$ cat config.mk
export PLATFORM = sky130hd
export DESIGN_NAME = rr_onehot_req_arb_flat
export DESIGN_NICKNAME = d
export VERILOG_FILES = /design/src/rtl/rr_onehot_req_arb_if.sv /design/src/rtl/rr_onehot_req_arb.sv /design/src/flat_wrapper.sv
export SDC_FILE = /design/constraint.sdc
export NUM_CORES = 1
export LEC_CHECK = 0
export CORE_MARGIN = 10
export CORE_UTILIZATION = 30
export CTS_CLUSTER_DIAMETER = 60
export DETAILED_ROUTE_END_ITERATION = 8
export PLACE_DENSITY = 0.57
export SLEW_MARGIN = 40
export SYNTH_ARGS = -nofsm -noshare
export SYNTH_HDL_FRONTEND = slang
export SYNTH_SLANG_ARGS = --single-unit
export TNS_END_PERCENT = 100
$ cat constraint.sdc
create_clock -name clk -period 1.68 [get_ports clk]
set_input_delay 0.168 -clock clk [delete_from_list [all_inputs] [get_ports clk]]
set_output_delay 0.168 -clock clk [all_outputs]
set_load 0.01 [all_outputs]
$ cat src/rtl/rr_onehot_req_arb_if.sv
// Request/grant bundle for the round-robin one-hot arbiter.
// The slave modport is the arbiter side. The master modport is the requester side.
interface rr_onehot_req_arb_if #(
  parameter int N_REQ = 4,
  parameter int CNT_W = 8
);
  logic [N_REQ-1:0] req;
  logic             release_i;
  logic [N_REQ-1:0] grant_4b;
  logic             start_a;
  logic             done_b;
  logic             busy;
  logic [CNT_W-1:0] grant_cnt;

  modport master (
    output req, release_i,
    input  grant_4b, start_a, done_b, busy, grant_cnt
  );

  modport slave (
    input  req, release_i,
    output grant_4b, start_a, done_b, busy, grant_cnt
  );
endinterface

$ cat src/rtl/rr_onehot_req_arb.sv
// Round-robin arbiter producing a registered one-hot-or-zero grant.
// Each grant is held for HOLD_CYC cycles and is framed by a start_a pulse and a done_b pulse.
// An early release ends the grant without a done_b pulse.
// Every grant is followed by a one-cycle GAP and then an IDLE sampling cycle.
// A saturating counter tracks how many grants have been issued.
module rr_onehot_req_arb #(
  parameter int N_REQ    = 4,
  parameter int HOLD_CYC = 10,
  parameter int CNT_W    = 8
) (
  input  logic                 clk,
  input  logic                 rst_n,
  rr_onehot_req_arb_if.slave   bus
);

  localparam int PTR_W = (N_REQ > 1) ? $clog2(N_REQ) : 1;

  typedef enum logic [1:0] {
    IDLE = 2'd0,
    HOLD = 2'd1,
    GAP  = 2'd2
  } state_t;

  state_t             state_q, state_d;
  logic [PTR_W-1:0]   ptr_q, ptr_d;
  logic [CNT_W-1:0]   hold_q, hold_d;
  logic [N_REQ-1:0]   grant_q, grant_d;
  logic               start_q, start_d;
  logic               done_q, done_d;
  logic [CNT_W-1:0]   cnt_q, cnt_d;

  logic               win_vld;
  logic [PTR_W-1:0]   win_idx;
  logic [PTR_W-1:0]   scan_idx;

  // Saturating increment: the count holds at all-ones instead of wrapping.
  function automatic logic [CNT_W-1:0] sat_inc(input logic [CNT_W-1:0] v);
    return (v == {CNT_W{1'b1}}) ? v : v + 1'b1;
  endfunction

  // Scan from the rotating pointer upward; the first requester found wins.
  always_comb begin
    win_vld  = 1'b0;
    win_idx  = '0;
    scan_idx = '0;
    for (int i = 0; i < N_REQ; i++) begin
      scan_idx = PTR_W'((int'(ptr_q) + i) % N_REQ);
      if (!win_vld && bus.req[scan_idx]) begin
        win_vld = 1'b1;
        win_idx = scan_idx;
      end
    end
  end

  // Next-state and next-output logic. Every output defaults to holding or clearing.
  always_comb begin
    state_d = state_q;
    ptr_d   = ptr_q;
    hold_d  = hold_q;
    grant_d = grant_q;
    start_d = 1'b0;
    done_d  = 1'b0;
    cnt_d   = cnt_q;
    case (state_q)
      IDLE: begin
        grant_d = '0;
        if (win_vld) begin
          grant_d = {{(N_REQ-1){1'b0}}, 1'b1} << win_idx;
          start_d = 1'b1;
          state_d = HOLD;
          hold_d  = CNT_W'(HOLD_CYC - 1);
          ptr_d   = PTR_W'((int'(win_idx) + 1) % N_REQ);
          cnt_d   = sat_inc(cnt_q);
        end
      end
      HOLD: begin
        // Release takes priority over expiry, so a released grant never reports done.
        if (bus.release_i) begin
          grant_d = '0;
          state_d = GAP;
        end else if (hold_q == '0) begin
          grant_d = '0;
          done_d  = 1'b1;
          state_d = GAP;
        end else begin
          hold_d = hold_q - 1'b1;
        end
      end
      GAP: begin
        grant_d = '0;
        state_d = IDLE;
      end
      default: begin
        grant_d = '0;
        state_d = IDLE;
      end
    endcase
  end

  // State and output registers. An asynchronous reset clears everything at once.
  always_ff @(posedge clk or negedge rst_n) begin
    if (!rst_n) begin
      state_q <= IDLE;
      ptr_q   <= '0;
      hold_q  <= '0;
      grant_q <= '0;
      start_q <= 1'b0;
      done_q  <= 1'b0;
      cnt_q   <= '0;
    end else begin
      state_q <= state_d;
      ptr_q   <= ptr_d;
      hold_q  <= hold_d;
      grant_q <= grant_d;
      start_q <= start_d;
      done_q  <= done_d;
      cnt_q   <= cnt_d;
    end
  end

  assign bus.grant_4b  = grant_q;
  assign bus.start_a   = start_q;
  assign bus.done_b    = done_q;
  assign bus.busy      = (state_q != IDLE);
  assign bus.grant_cnt = cnt_q;

endmodule

$ cat src/flat_wrapper.sv
// flat-port wrapper written by rule: the top's interface ports become plain ports
module rr_onehot_req_arb_flat 
#(
  parameter int N_REQ    = 4,
  parameter int HOLD_CYC = 10,
  parameter int CNT_W    = 8
)
  (clk, rst_n, bus_req, bus_release_i, bus_grant_4b, bus_start_a, bus_done_b, bus_busy, bus_grant_cnt);
  rr_onehot_req_arb_if #(.N_REQ(N_REQ), .CNT_W(CNT_W)) bus_i ();
  input  logic clk;
  input  logic rst_n;
  input wire logic [$bits(bus_i.req)-1:0] bus_req;
  input wire logic [$bits(bus_i.release_i)-1:0] bus_release_i;
  output wire logic [$bits(bus_i.grant_4b)-1:0] bus_grant_4b;
  output wire logic [$bits(bus_i.start_a)-1:0] bus_start_a;
  output wire logic [$bits(bus_i.done_b)-1:0] bus_done_b;
  output wire logic [$bits(bus_i.busy)-1:0] bus_busy;
  output wire logic [$bits(bus_i.grant_cnt)-1:0] bus_grant_cnt;
  assign bus_i.req = bus_req;
  assign bus_i.release_i = bus_release_i;
  assign bus_grant_4b = bus_i.grant_4b;
  assign bus_start_a = bus_i.start_a;
  assign bus_done_b = bus_i.done_b;
  assign bus_busy = bus_i.busy;
  assign bus_grant_cnt = bus_i.grant_cnt;
  rr_onehot_req_arb #(.N_REQ(N_REQ), .HOLD_CYC(HOLD_CYC), .CNT_W(CNT_W)) u_core (.clk(clk), .rst_n(rst_n), .bus(bus_i));
endmodule
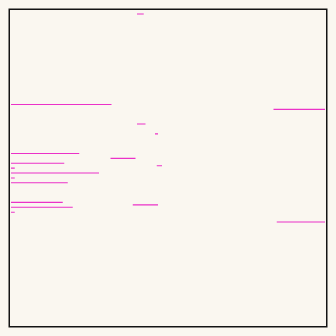
Fig. 1. Metal 3 (run 1).
nets with wire on the layer: 14
longest straight run: 27.6 microns
share of all routed wire: 5.8%
Vias: 1084
M3 GR Usage: 3.34%
DRT Wirelength: 3100 microns

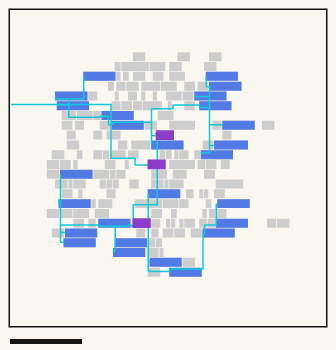
Fig. 2. Clock network drawn from the DEF (run 1).
Bar = 20 microns.
[clock drivers] purple | count: 3
[flip-flops] blue | count: 26
[clock wires] cyan | length: 321 microns
routed clock nets: 4
Clock Skew: 0.00258 ns
Clock power frac: 10.5%
Clk. pwr: 347 uW
Late-Pin Clk Latency: 0.27 ns

==> run_results.csv, run 1 <==
group,metric,value,unit
status,outcome,"complete, no violations",
global_route,antenna_found_initial,0,
worst_setup_path,worst_r2r_endpoint,"u_core.bus.grant_cnt[6]",
cells_and_area,final-seq-area,652,sq um
global_route,grt-ovfl-total,0,
cells_and_area,fillers,424,
worst_hold_path,hold_class,"primary input to asynchronous set/reset pin",
cts,cts_setup_buffers,1,
global_route,grt_busiest_layer,"met2",
synthesis,netlist_instances,122,
cts,clockBufferDepth,2,
cts,clockRootBuffer,"clkbuf_8",
final_timing,setup_ws,0.0467,ns
synthesis,yosysWarnings,0,
placement,dpl.cell_count,213,
power,seq_power_share,32.4,%
cells_and_area,lay_top_cells,"dfrtp_1 (25), clkdlybuf4s50_1 (19), buf_4 (19), nand2_1 (8)",
cells_and_area,antenna_cells,0,
final_timing,fmax,612,MHz
cts,cts_tree,"done",
worst_setup_path,arrival,1.79,ns
cts,hold_buffers,0,
worst_setup_path,slowest_stage,"dfrtp_1",
synthesis,yosys_most_used_dff,"dfrtp_1",
global_route,met2_usage,13.6,%
worst_setup_path,reg2reg_from,"u_core.state_q[0]",
power,p_comb,1900,uW
worst_setup_path,rrSetupSlack,0.05,ns
detailed_routing,final_antenna_net_count,0,
synthesis,edf_count,0,
cts,cts_resized,2,
placement,gp_congestion,0.875,
placement,dp_slack,-0.295,ns
synthesis,floorplan.nets,136,
global_route,grt_pass1_wl,5290,microns
final_timing,max_slew_margin,77.5,%
synthesis,async_flop_share,100,%
synthesis,top_area_share,47.2,%
placement,dpl_cell_area,1810,sq um
worst_setup_path,startpoint_type,"flop",
synthesis,synth.area.top_cells,"dfrtp_1 (47%), ha_1 (6.4%), a22o_1 (4.4%)",
cells_and_area,buffers_excl_clock,43,
cells_and_area,final_layout_size_suffix_gt1_share,26.5,%
cells_and_area,nClkBuffers,3,
placement,io_buffers,21,
cells_and_area,seq_share,34.3,%
final_timing,min_period,1.63,ns
worst_setup_path,cp_top_family,"simple AND/OR/NAND/NOR gates",
synthesis,syn_avg_cell_area,11.3,sq um
final_timing,worst-slew-pin-transition,0.338,ns
global_route,use_met1,9.96,%
cells_and_area,inverters,7,
cells_and_area,fin_nets,182,
final_timing,fin_crit_sh,97.2,%
worst_setup_path,crit_path_max_fanout,4,
power,netSwitchingFraction,37.5,%
synthesis,ys_ff,26,
die,fp.dieArea,7710,sq um
cts,htree_levels,1,
worst_setup_path,rr_worst_depth,4,
cells_and_area,bufAreaShareNonClock,21.5,%
detailed_routing,wl_per_cell,14.2,microns
power,leakage,0.000845,uW
global_route,track_usage,8.39,%
synthesis,common_cells,"dfrtp_1 (26), nand2_1 (8), a22o_1 (7), ha_1 (7), nor3_1 (7)",
cells_and_area,area_growth,37.9,%
cells_and_area,sh_comb_area,37.2,%
power,power,3320,uW
die,core.rowCount,24,
die,die-height,87.8,microns
worst_setup_path,max_stage_delay,0.39,ns
synthesis,synthTopLogicFamily,"simple AND/OR/NAND/NOR gates",
worst_setup_path,cp.buffers_inverters,0,
detailed_routing,via_per_inst,4.97,
worst_setup_path,required,1.83,ns
worst_setup_path,crit_path_cell_trace,"or2_1 -> or2_4 -> nor3_1 -> mux2_1",
global_route,first_global_vias,1124,
worst_setup_path,cp-endpoint,"u_core.bus.grant_cnt[6]",
cells_and_area,comb_cells,87,
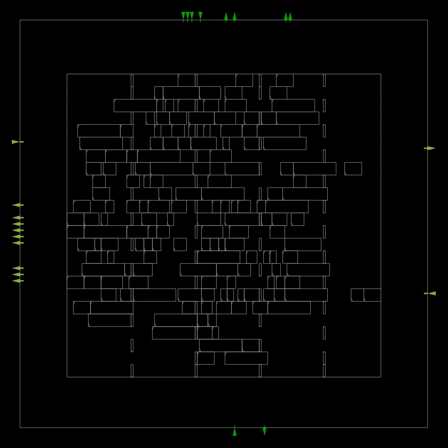
Fig. 3. Placed standard cells (run 1).
registers: 26
core region area: 4410 sq um
Cell Count, Final, Fillers Out: 218
Core Util, Final: 43.1%
tap cells: 52

Fig. 4: run 1, cell density map
The die is cut into 9 by 9 equal tiles; white is low, dark blue is high, 0 to 100% covered.
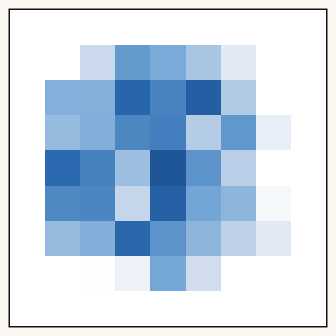

--- run 2 (diff from run 1) ---
Settings changed: CORE_MARGIN 10 to not set, RECOVER_POWER set to 25.
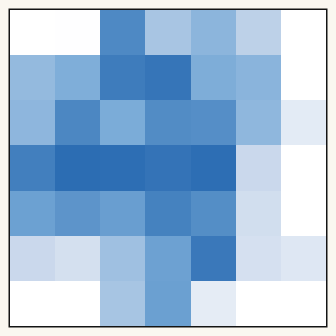
Fig. 5. Cell density map (run 2).
The die is cut into 7 by 7 equal tiles; white is low, dark blue is high, 0 to 100% covered.
nearly empty tiles: 20%
fullest tile: 76%
emptiest ninth of the die: bottom right
tiles over 75% full: 4.1%
mean over tiles: 38%
core region area: 4380 sq um
Core Util, Final: 44.1%
FP Util: 31.4%

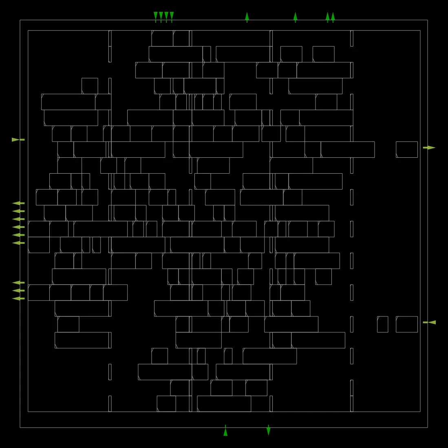
Fig. 6. Placed standard cells (run 2).
Fillers: 412
Cell Count, Final, Fillers Out: 221
# rows: 24
flop share of the area: 33.6%

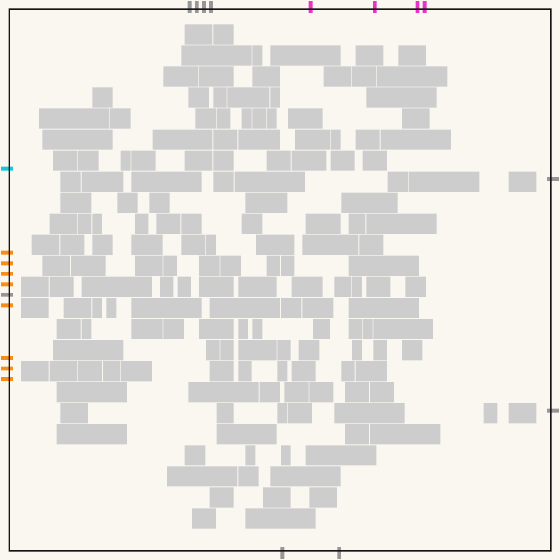
Fig. 7. Pin map (run 2).
Pins as bars across the die edge, other pins in gray.
| port | color | pins | direction | edge |
|---|---|---|---|---|
| clk | cyan | 1 | input | left |
| bus_grant_cnt | orange | 8 | output | left |
| bus_grant_4b | magenta | 4 | output | top |
all pins by edge: 10 left, 8 top, 2 bottom, 2 right
I/O Buffers: 21
die width: 69.8 microns

==> run 2 against run 1 <==
Net effect: clock skew decreased by 0.00094 ns; synthesized cell count unchanged; setup slack got worse by 0.016 ns; die size decreased by 37%; highest routed layer unchanged; maximum frequency decreased by 0.97%; sequential power about the same; global-route usage increased by 4.6 points; synthesized area unchanged; sequential share of layout area decreased by 0.64 points; count of clock-buffer cells in the layout unchanged; routed wire length decreased by 3.4%; core utilization increased by 1.0 points.
==> run_results.csv, run 2 <==
group,metric,value,unit
cts,clockRootBuffer,"clkbuf_8",
synthesis,yosysWarnings,0,
global_route,antenna_found_initial,0,
synthesis,synth.area.top_cells,"dfrtp_1 (47%), ha_1 (6.4%), a22o_1 (4.4%)",
global_route,grt_pass1_wl,5200,microns
cells_and_area,final-clk-cell-share,2.13,%
worst_setup_path,slowest_stage,"dfrtp_1",
global_route,first_global_vias,1181,
global_route,met2_usage,22.6,%
cells_and_area,antenna_cells,0,
global_route,met3_usage,1.74,%
cells_and_area,sh_comb_area,37.4,%
placement,dp_slack,-0.231,ns
final_timing,max_slew_margin,56.3,%
final_timing,setup_ws,0.0306,ns
worst_setup_path,cp-endpoint,"u_core.hold_q[4]",
synthesis,synthTopLogicFamily,"simple AND/OR/NAND/NOR gates",
die,taps,52,
die,fp.dieArea,4870,sq um
synthesis,edf_count,0,
worst_setup_path,required,1.84,ns
power,leakage,0.000860,uW
cts,cts_tree,"done",
worst_setup_path,cp.buffers_inverters,1,
synthesis,common_cells,"dfrtp_1 (26), nand2_1 (8), a22o_1 (7), ha_1 (7), nor3_1 (7)",
synthesis,netlist_instances,122,
cells_and_area,dominant-cell-class,"logic gates",
worst_setup_path,rr_worst_depth,5,
cts,cts_resized,4,
worst_setup_path,crit_path_max_fanout,8,
cts,clock_latency,0.26,ns
placement,gp_congestion,0.780,
global_route,use_met1,16.6,%
worst_setup_path,arrival,1.81,ns
final_timing,finClkSkew,0.00165,ns
detailed_routing,drc,0,
worst_setup_path,crit_path_cell_trace,"nor4_4 -> a31oi_4 -> buf_6 -> and3_4 -> a211o_1",
global_route,grt_busiest_layer,"met2",
synthesis,ys_ff,26,
cts,cts_setup_buffers,0,
placement,dpl_cell_area,1830,sq um
cts,clockBufferDepth,2,
worst_setup_path,reg2reg_from,"u_core.hold_q[4]",
worst_setup_path,max_stage_delay,0.42,ns
worst_setup_path,cp_top_family,"simple AND/OR/NAND/NOR gates",
cells_and_area,comb_cells,87,
final_timing,fin_crit_sh,98.2,%
cts,clkTransAtPathRegs,0.09,ns
cts,cts_made_buffers,3,
synthesis,yosys_most_used_dff,"dfrtp_1",
synthesis,async_flop_share,100,%
synthesis,top_area_share,47.2,%
power,seq_power_share,32.3,%
cells_and_area,bufAreaShareNonClock,22.1,%
cells_and_area,flops,26,
synthesis,syn_avg_cell_area,11.3,sq um
power,pg_clk,356,uW
final_timing,setup_tns,0,ns
global_route,grt-ovfl-total,0,
detailed_routing,dr_total_vias,1091,
power,netSwitchingFraction,37.3,%
power,clockPowerShare,10.6,%
cells_and_area,nClkBuffers,3,
global_route,track_usage,13.0,%
cts,hold_buffers,0,
final_timing,worst-slew-pin-transition,0.655,ns
cells_and_area,lay_top_cells,"dfrtp_1 (26), buf_4 (21), clkdlybuf4s50_1 (17), nand2_1 (8), a22o_1 (7)",
worst_setup_path,startpoint_type,"flop",
status,outcome,"complete, no violations",
run,max_cap_violations,0,
cells_and_area,final-seq-area,651,sq um
power,power,3360,uW
worst_hold_path,hold_class,"primary input to asynchronous set/reset pin",
cells_and_area,area_growth,40.3,%
detailed_routing,via_per_inst,4.94,
worst_setup_path,worst_r2r_endpoint,"u_core.hold_q[4]",
synthesis,floorplan.nets,136,
worst_setup_path,rrSetupSlack,0.03,ns
synthesis,xor_share,5.72,%
cts,htree_levels,1,
cells_and_area,lay_top_count,"dfrtp_1",
detailed_routing,final_antenna_net_count,0,
final_timing,fmax,606,MHz
cells_and_area,final_layout_size_suffix_gt1_share,29.0,%
cells_and_area,fin_nets,185,
power,p_comb,1920,uW
cells_and_area,buffers_excl_clock,46,
detailed_routing,routed_wl,2990,microns
detailed_routing,dr_wl_met3,74,microns
final_timing,min_period,1.65,ns
detailed_routing,wl_per_cell,13.5,microns
placement,dpl.cell_count,216,
cells_and_area,inverters,7,
Fig. 8: run 2, clock network drawn from the DEF
Bar = 20 microns.
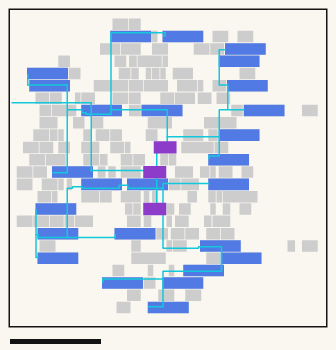

--- run 3 (diff from run 2) ---
Settings changed: CTS_BUF_LIST set to sky130_fd_sc_hd__clkbuf_2, TNS_END_PERCENT 100 to 20.
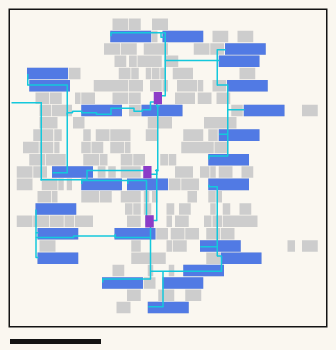
Fig. 9. Clock network drawn from the DEF (run 3).
Bar = 20 microns.
[flip-flops] blue | count: 26
[clock drivers] purple | count: 3
[clock wires] cyan | length: 359 microns
routed clock nets: 4
Clk. pwr: 241 uW
Late-Pin Clk Latency: 0.36 ns

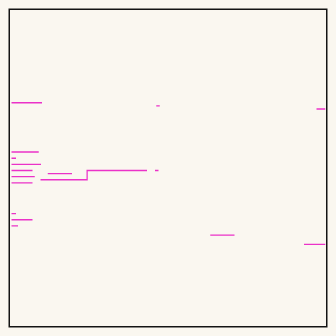
Fig. 10. Metal 3 (run 3).
nets with wire on the layer: 15
share of all routed wire: 2.7%
DRT Wirelength: 2980 microns
Vias: 1085

==> run 3 against run 2 <==
Net effect: first-iteration DRC count grew 38%; count of clock-buffer cells in the layout unchanged; via count is 0.55% lower; synthesized cell count stayed put; synthesized area is the same; highest routed layer unchanged.
==> run_results.csv, run 3 <==
group,metric,value,unit
die,initial_core_util,31.4,%
worst_setup_path,required,1.97,ns
worst_setup_path,worst_r2r_endpoint,"u_core.hold_q[4]",
placement,gp_congestion,0.780,
run,max_cap_violations,0,
worst_setup_path,crit_path_max_fanout,8,
cells_and_area,dominant-cell-class,"logic gates",
synthesis,synth.area.top_cells,"dfrtp_1 (47%), ha_1 (6.4%), a22o_1 (4.4%)",
synthesis,async_flop_share,100,%
status,outcome,"complete, no violations",
worst_setup_path,startpoint_type,"flop",
global_route,track_usage,13.1,%
final_timing,setup_ws,0.0508,ns
worst_setup_path,cp-endpoint,"u_core.hold_q[4]",
cells_and_area,final-clk-cell-share,0.794,%
die,die_x,69.8,microns
worst_setup_path,cp.buffers_inverters,1,
worst_setup_path,reg2reg_from,"u_core.hold_q[2]",
cells_and_area,fin_nets,184,
cells_and_area,area_growth,37.1,%
cts,cts_made_buffers,3,
cts,clockBufferDepth,2,
cells_and_area,sh_comb_area,37.9,%
cells_and_area,final_layout_size_suffix_gt1_share,27.4,%
power,leakage,0.000842,uW
cells_and_area,comb_cells,87,
global_route,grt_busiest_layer,"met2",
detailed_routing,via_per_inst,4.93,
cells_and_area,nClkBuffers,3,
cells_and_area,final-seq-area,651,sq um
global_route,use_met1,16.6,%
worst_hold_path,hold_class,"primary input to asynchronous set/reset pin",
placement,dpl_cell_area,1830,sq um
power,clockPowerShare,7.5,%
global_route,grt-ovfl-total,0,
global_route,grt_pass1_wl,5180,microns
cts,clkTransAtPathRegs,0.25,ns
placement,io_buffers,21,
synthesis,synthTopLogicFamily,"simple AND/OR/NAND/NOR gates",
cells_and_area,fillers,422,
global_route,antenna_found_initial,0,
cts,cts_resized,3,
worst_setup_path,arrival,1.92,ns
cells_and_area,flops,26,
worst_setup_path,rr_worst_depth,5,
cells_and_area,inverters,7,
worst_setup_path,rrSetupSlack,0.05,ns
cells_and_area,bufAreaShareNonClock,22.1,%
worst_setup_path,crit_path_cell_trace,"nor4_4 -> a31oi_4 -> buf_6 -> and3_1 -> a211o_1",
final_timing,worst-slew-pin-transition,0.652,ns
synthesis,top_area_share,47.2,%
global_route,met2_usage,22.5,%
synthesis,ys_ff,26,
final_timing,finClkSkew,0.00568,ns
synthesis,floorplan.nets,136,
synthesis,common_cells,"dfrtp_1 (26), nand2_1 (8), a22o_1 (7), ha_1 (7), nor3_1 (7)",
placement,dp_slack,-0.231,ns
synthesis,netlist_instances,122,
cells_and_area,buffers_excl_clock,45,
cts,hold_buffers,0,
die,core_area,4380,sq um
synthesis,yosysWarnings,0,
final_timing,fin_crit_sh,97.0,%
power,seq_power_share,33.5,%
cts,cts_tree,"done",
final_timing,setup_tns,0,ns
detailed_routing,dr_wl_met3,80,microns
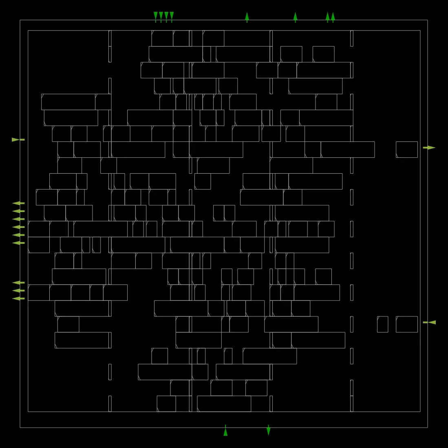
Fig. 11. Placed standard cells (run 3).
Cell Count, Final, Fillers Out: 220
flop share of the area: 34.4%
Core Util, Final: 43.1%

Power is estimated from default activity; no workload was simulated.
